Figure 1. Pin map.
Scale: 2 px per µm. Pins as bars across the die edge, other pins in gray.
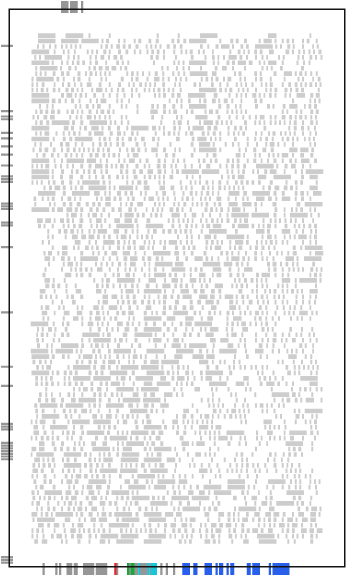
Figure 2. Where the registers sit.
Scale: 1.5 px per µm. Other sequential cells in the stronger gray, the rest of the logic in the fainter gray.
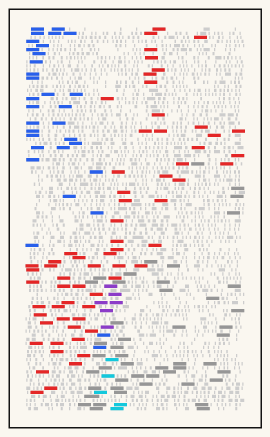
Figure 3. Gate families picked out.
Scale: 1.5 px per µm.
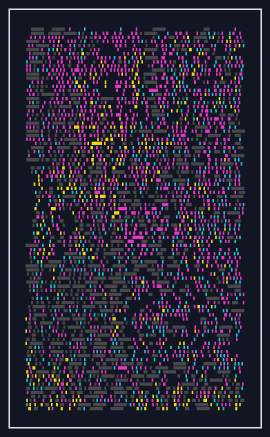
Figure 4. Routing congestion.
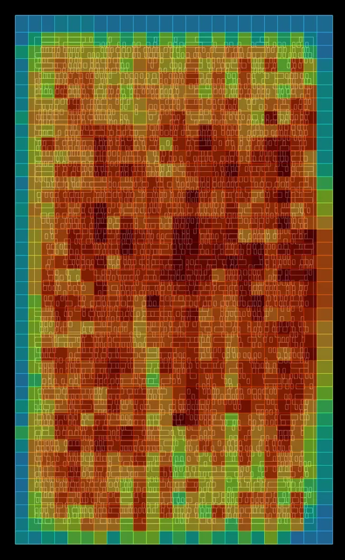
File: src/rtl/muldiv_unit.sv
// Iterative RV32M multiply/divide unit: one shift-add or restoring-divide step per cycle.
// Results are returned tagged with the issuing hart and destination register.
module muldiv_unit #(
    parameter int XLEN      = 32,
    parameter int HART_ID_W = 1
) (
    input  logic                 clk,
    input  logic                 rst_n,
    input  logic                 muldiv_start,
    input  logic [2:0]           muldiv_op,
    input  logic [HART_ID_W-1:0] muldiv_hart_id,
    input  logic [4:0]           muldiv_rd,
    input  logic [XLEN-1:0]      muldiv_a,
    input  logic [XLEN-1:0]      muldiv_b,
    output logic                 muldiv_busy,
    output logic                 muldiv_done,
    output logic [HART_ID_W-1:0] muldiv_done_hart_id,
    output logic [4:0]           muldiv_done_rd,
    output logic [XLEN-1:0]      muldiv_result
);

    typedef enum logic [1:0] {
        IDLE = 2'd0,
        RUN  = 2'd1,
        DONE = 2'd2
    } state_t;

    state_t                 state_r;
    state_t                 state_next_s;
    logic [2:0]             op_r;
    logic [HART_ID_W-1:0]   hart_r;
    logic [4:0]             rd_r;
    logic [2*XLEN-1:0]      acc_r;
    logic [XLEN-1:0]        opb_r;
    logic                   sa_r;
    logic                   sb_r;
    logic                   bzero_r;
    logic [5:0]             cnt_r;

    logic                   busy_r;
    logic                   done_r;
    logic [HART_ID_W-1:0]   done_hart_r;
    logic [4:0]             done_rd_r;
    logic [XLEN-1:0]        result_r;

    logic                   accept_s;
    logic                   last_iter_s;
    logic                   sa_in_s;
    logic                   sb_in_s;
    logic [XLEN-1:0]        mag_a_s;
    logic [XLEN-1:0]        mag_b_s;
    logic [XLEN:0]          mul_sum_s;
    logic [XLEN:0]          div_shift_s;
    logic [XLEN:0]          div_diff_s;
    logic                   div_ge_s;
    logic [2*XLEN-1:0]      acc_next_s;
    logic [2*XLEN-1:0]      prod_fix_s;
    logic [XLEN-1:0]        quot_fix_s;
    logic [XLEN-1:0]        rem_fix_s;
    logic [XLEN-1:0]        result_s;

    assign accept_s    = (state_r == IDLE) && muldiv_start;
    assign last_iter_s = (cnt_r == 6'(XLEN - 1));

    // Operand sign handling: signed rs1 for MULH/MULHSU/DIV/REM, signed rs2 for MULH/DIV/REM.
    always_comb begin
        sa_in_s = 1'b0;
        sb_in_s = 1'b0;
        case (muldiv_op)
            3'd1, 3'd4, 3'd6: begin
                sa_in_s = muldiv_a[XLEN-1];
                sb_in_s = muldiv_b[XLEN-1];
            end
            3'd2:    sa_in_s = muldiv_a[XLEN-1];
            default: begin
                sa_in_s = 1'b0;
                sb_in_s = 1'b0;
            end
        endcase
        mag_a_s = sa_in_s ? -muldiv_a : muldiv_a;
        mag_b_s = sb_in_s ? -muldiv_b : muldiv_b;
    end

    // One iteration: acc holds {product_hi, multiplier} for multiply, {remainder, dividend/quotient} for divide.
    always_comb begin
        mul_sum_s   = {1'b0, acc_r[2*XLEN-1:XLEN]} + (acc_r[0] ? {1'b0, opb_r} : {(XLEN+1){1'b0}});
        div_shift_s = {acc_r[2*XLEN-1:XLEN], acc_r[XLEN-1]};
        div_ge_s    = (div_shift_s >= {1'b0, opb_r});
        div_diff_s  = div_shift_s - {1'b0, opb_r};
        if (op_r[2]) begin
            acc_next_s = {(div_ge_s ? div_diff_s[XLEN-1:0] : div_shift_s[XLEN-1:0]),
                          acc_r[XLEN-2:0], div_ge_s};
        end else begin
            acc_next_s = {mul_sum_s, acc_r[XLEN-1:1]};
        end
    end

    // Sign fixup and result selection from the final iteration's value.
    always_comb begin
        prod_fix_s = (sa_r ^ sb_r) ? -acc_next_s : acc_next_s;
        quot_fix_s = (sa_r ^ sb_r) ? -acc_next_s[XLEN-1:0] : acc_next_s[XLEN-1:0];
        rem_fix_s  = sa_r ? -acc_next_s[2*XLEN-1:XLEN] : acc_next_s[2*XLEN-1:XLEN];
        case (op_r)
            3'd0:             result_s = prod_fix_s[XLEN-1:0];
            3'd1, 3'd2, 3'd3: result_s = prod_fix_s[2*XLEN-1:XLEN];
            3'd4, 3'd5:       result_s = bzero_r ? {XLEN{1'b1}} : quot_fix_s;
            3'd6, 3'd7:       result_s = rem_fix_s;
            default:          result_s = {XLEN{1'b0}};
        endcase
    end

    // Next-state logic.
    always_comb begin
        state_next_s = state_r;
        case (state_r)
            IDLE:    state_next_s = muldiv_start ? RUN : IDLE;
            RUN:     state_next_s = last_iter_s ? DONE : RUN;
            DONE:    state_next_s = IDLE;
            default: state_next_s = IDLE;
        endcase
    end

    // State register.
    always_ff @(posedge clk or negedge rst_n) begin
        if (!rst_n) begin
            state_r <= IDLE;
        end else begin
            state_r <= state_next_s;
        end
    end

    // Operation latch and iterative datapath.
    always_ff @(posedge clk or negedge rst_n) begin
        if (!rst_n) begin
            op_r    <= 3'd0;
            hart_r  <= {HART_ID_W{1'b0}};
            rd_r    <= 5'd0;
            acc_r   <= {(2*XLEN){1'b0}};
            opb_r   <= {XLEN{1'b0}};
            sa_r    <= 1'b0;
            sb_r    <= 1'b0;
            bzero_r <= 1'b0;
            cnt_r   <= 6'd0;
        end else if (accept_s) begin
            op_r    <= muldiv_op;
            hart_r  <= muldiv_hart_id;
            rd_r    <= muldiv_rd;
            acc_r   <= {{XLEN{1'b0}}, mag_a_s};
            opb_r   <= mag_b_s;
            sa_r    <= sa_in_s;
            sb_r    <= sb_in_s;
            bzero_r <= (muldiv_b == {XLEN{1'b0}});
            cnt_r   <= 6'd0;
        end else if (state_r == RUN) begin
            acc_r <= acc_next_s;
            cnt_r <= cnt_r + 6'd1;
        end
    end

    // Registered handshake and result outputs.
    always_ff @(posedge clk or negedge rst_n) begin
        if (!rst_n) begin
            busy_r      <= 1'b0;
            done_r      <= 1'b0;
            done_hart_r <= {HART_ID_W{1'b0}};
            done_rd_r   <= 5'd0;
            result_r    <= {XLEN{1'b0}};
        end else begin
            done_r <= (state_r == RUN) && last_iter_s;
            if (accept_s) begin
                busy_r <= 1'b1;
            end else if (state_r == DONE) begin
                busy_r <= 1'b0;
            end
            if ((state_r == RUN) && last_iter_s) begin
                done_hart_r <= hart_r;
                done_rd_r   <= rd_r;
                result_r    <= result_s;
            end
        end
    end

    assign muldiv_busy         = busy_r;
    assign muldiv_done         = done_r;
    assign muldiv_done_hart_id = done_hart_r;
    assign muldiv_done_rd      = done_rd_r;
    assign muldiv_result       = result_r;

endmodule

File: config.mk
export PLATFORM = sky130hd
export DESIGN_NAME = muldiv_unit
export DESIGN_NICKNAME = d
export VERILOG_FILES = /design/src/rtl/muldiv_unit.sv
export SDC_FILE = /design/constraint.sdc
export NUM_CORES = 1
export LEC_CHECK = 0
export ABC_AREA = 1
export CELL_PAD_IN_SITES_DETAIL_PLACEMENT = 1
export CELL_PAD_IN_SITES_GLOBAL_PLACEMENT = 1
export CORE_AREA = 10 10 157 268
export CTS_BUF_LIST = sky130_fd_sc_hd__clkbuf_8
export CTS_CLUSTER_SIZE = 20
export DETAILED_ROUTE_END_ITERATION = 8
export DIE_AREA = 0 0 167 278
export DONT_BUFFER_PORTS = 1
export PLACE_DENSITY_LB_ADDON = 0.1
export SYNTH_ARGS = -nofsm -noshare
export SYNTH_HDL_FRONTEND = slang
export SYNTH_SLANG_ARGS = --single-unit
File: constraint.sdc
create_clock -name clk -period 6.9 [get_ports clk]
set_input_delay 1.38 -clock clk [delete_from_list [all_inputs] [get_ports clk]]
set_output_delay 1.38 -clock clk [all_outputs]
set_load 0.1 [all_outputs]
==> job_summary.md <==
## Synthesis and layout report

| Metric | Value |
|---|---|
| Outcome | finished clean |
| Vias per inst | 5.94 |
| Post-DP HPWL | approximately 69000 µm |
| Max FO, Critical Path | 10 |
| R2R Setup Slk | between 1.5 and 2 ns |
| CTS Buf Count | 17 |
| Vias | ~20000 |
| Dominant cell type by area after synthesis | dfrtp_1 |
| Crit end category | flop |
| Layout cell share with drive strength beyond 1 | 5.36% |
| CTS resizes | 0 |
| Clock buffer depth | 2 |
| Antenna violation net count after detailed routing | 0 |
| Yosys Warn Count | 0 |
| # clock sinks | approximately 160 |
| Crit path kind | flop to flop |
| Root Driver | clkbuf_8 |
| Cells after Synth | 2990 |
| Most common reg cell | dfrtp_1 |
| Drt initial violations | 1513 |
| TritonCTS clock tree | built |
| Mapped cell area | 17400 µm² |
| Top cells excl fill/tap | nand2_1 (965), inv_1 (457), o21ai_0 (281), nand3_1 (246), nor2_1 (241) |
| # DRC | 0 |
| Delay-heaviest family, CP | simple AND/OR/NAND/NOR gates |
| R2R cell count | 28 |
| Placed instance count | 3396 |
| Slowest cell on crit path | dfrtp_1 |
| First-pass GRT wire length | 130000 µm |
| Flip-flops with a built-in enable | 0 |
| CP startpoint kind | flop |
| # Post-CTS Setup Buffers | 0 |
| Cell with the most instances after synthesis | nand2_1 |
| Relative slew slack | 15.4% |
| Setup Viol. Count Final | 0 |
| Largest net degree at the start of global routing | 156 |
| Total die size | approximately 46000 µm² |
| Critical Path Source | opb_r[16]$_DFFE_PN0P_ |
| RSZ-0062 raised after global routing | false |
| Max Slew Vio Count | 0 |
| Post-synth ARST share | 100% |
| Clock Latency Late Sink | 0.55 ns |
| Layout Area Growth over Synthesis | 4.48% |
| Hold_buf cts | 0 |
| Routed Wire Length | 86500 µm |
| Cell Count, Final, Fillers Out | 3429 |
| Net count, final | 3082 |
| Metal2 WL | between 40000 and 50000 µm |
| Most flops, register | acc_r |
| Max Used Layer | met5 |
| Synth top cells by count | nand2_1 (967), inv_1 (457), o21ai_0 (281), nand3_1 (247), nor2_1 (245) |
| Crit Reg-Reg Startpoint | opb_r[16]$_DFFE_PN0P_ |
| Number of global-route vias before repair | 21581 |
| Commonest Layout Cell | nand2_1 |
| Init Core Util | 46.3% |
| Crit-path max cell delay | roughly 0.60 ns |
| Fin crit period | 5.10 ns |
| OpenROAD warnings | 30 |
| Drt pass-1 iters | 7 |
| Synth cell types | 51 |
| Fin crit share | 73.9% |
| Cell area leaders | dfrtp_1 (22%), nand2_1 (21%), inv_1 (9.9%) |
| Nets at Floorplan | ~3100 |
| Filler cells | 5415 |
| Setup TNS | 0 ns |
| Clk slew on worst S/H paths | about 0.13 ns |
| Worst R2R End | muldiv_result[22]$_DFFE_PN0P_ |
| Worst EP arrival | 5.53 ns |
| Cells in synth_stat.txt | about 3000 |
| Post-DP Area | 17700 µm² |
| # IOs | 116 |
| Final instance area | 18200 µm² |
| H-tree levels | 4 |
| Sequential fraction of the synthesis area | 22.3% |
| Row cnt | 94 |
| Post-synth top area share | 22.3% |
| Achievable frequency | a little under 200 MHz |
| Total of max-cap violations | 0 |
| Placer Congestion | between 1 and 1.5 |
| Flops after synth | roughly 160 |
| CP Data Required Time | 7.33 ns |
| Initial antenna violation count | 3 |
| Min-delay worst type | primary input to asynchronous set/reset pin |
| CP bufs+invs | 2 |
| Chip area in the Yosys report | around 17000 µm² |
| Routed wire per std cell | 25.2 µm |
| Worst Max-Slew Pin Slew | 1.26 ns |
| Met1 WL | approximately 28000 µm |
| Grt total ovfl | 0 |
| Max Clock Skew | 0.0251 ns |
| Max reg flops | ~64 |
| Core footprint | 37500 µm² |
| Synthesized area per cell | 5.81 µm² |
| WL met3 | around 4700 µm |
| CP most frequent cell | nand2_1 |
Notes on Figure 1 above:
[green] muldiv_op | pins: 3 | direction: input | edge: bottom
[blue] muldiv_b | pins: 32 | direction: input | edge: bottom
[cyan] muldiv_done_rd | pins: 5 | direction: output | edge: bottom
[red] muldiv_hart_id | pins: 1 | direction: input | edge: bottom
all pins by edge: 73 bottom, 34 left, 9 top
Die X: 167 µm
die height: 278 µm
Port Buffer Count: 0

Notes on Figure 2 above:
[purple] cnt_r | placed flops: 6
[red] acc_r | placed flops: 64 | where: spread over the die
[blue] muldiv_result | placed flops: 32
[cyan] muldiv_done_rd | placed flops: 5 | where: bottom middle
flop share of the area: 21.4%
final core occ: 48.4%

Notes on Figure 3 above:
[cyan] inv cells | cells: 463 | most used: inv_1 | where: spread over the die
[yellow] nor cells | cells: 321 | most used: nor2_1 | where: spread over the die
[magenta] nand cells | cells: 1305 | most used: nand2_1 | where: spread over the die

Notes on Figure 4 above:
met2 usage: 65.1%
met1 Resource Use GR: 33.8%
busiest grt layer: met2
met3 GRT Util: 6.55%
GRT Total Usage: 36.4%

[worst max-delay path by stage]
stage                                          to  slack (ns)  cells past startpoint
floorplan            muldiv_result[6]$_DFFE_PN0P_        3.32                     29
detailed placement   muldiv_result[6]$_DFFE_PN0P_        2.13                     27
CTS                  muldiv_result[6]$_DFFE_PN0P_        2.02                     28
global route        muldiv_result[22]$_DFFE_PN0P_        1.50                     28
finish              muldiv_result[22]$_DFFE_PN0P_        1.80                     28
global placement    muldiv_result[28]$_DFFE_PN0P_        2.26                     29
[layout make-up]
cell class	count	area, µm²	share of cell area (%)
inverters	463	1740	9.57
flip-flops and latches	155	3880	21.4
clock buffers	17	234	1.29
diodes	1	2.50	0.0138
repair buffers	25	188	1.03
clock inverters	15	186	1.03
well taps	480	601	3.31
multi-input cells	2273	11300	62.4
[per-layer routing]
metal / vias to the layer above / track usage [%]
met5: - / 0
met4: 4 / 34.9
met3: 406 / 6.55
met2: 778 / 65.1
met1: 9844 / 33.8
li1: 9344 / -
[logic make-up after synthesis]
logic type               share of synthesized area, %
buffers and inverters                            12.7
AND/OR/NAND/NOR                                  41.1
flip-flops                                       22.3
AND-OR/OR-AND                                    13.0
XOR/XNOR                                         5.75
adder cells (fa/ha/maj)                          5.20
[per-stage QoR]
stage                     worst slack, ns  hold WS, ns
after floorplan                      3.32        0.444
final                                1.80        0.504
after CTS                            2.02        0.507
after detailed placement             2.13        0.500
after global placement               2.26        0.487
after global routing                 1.50        0.500
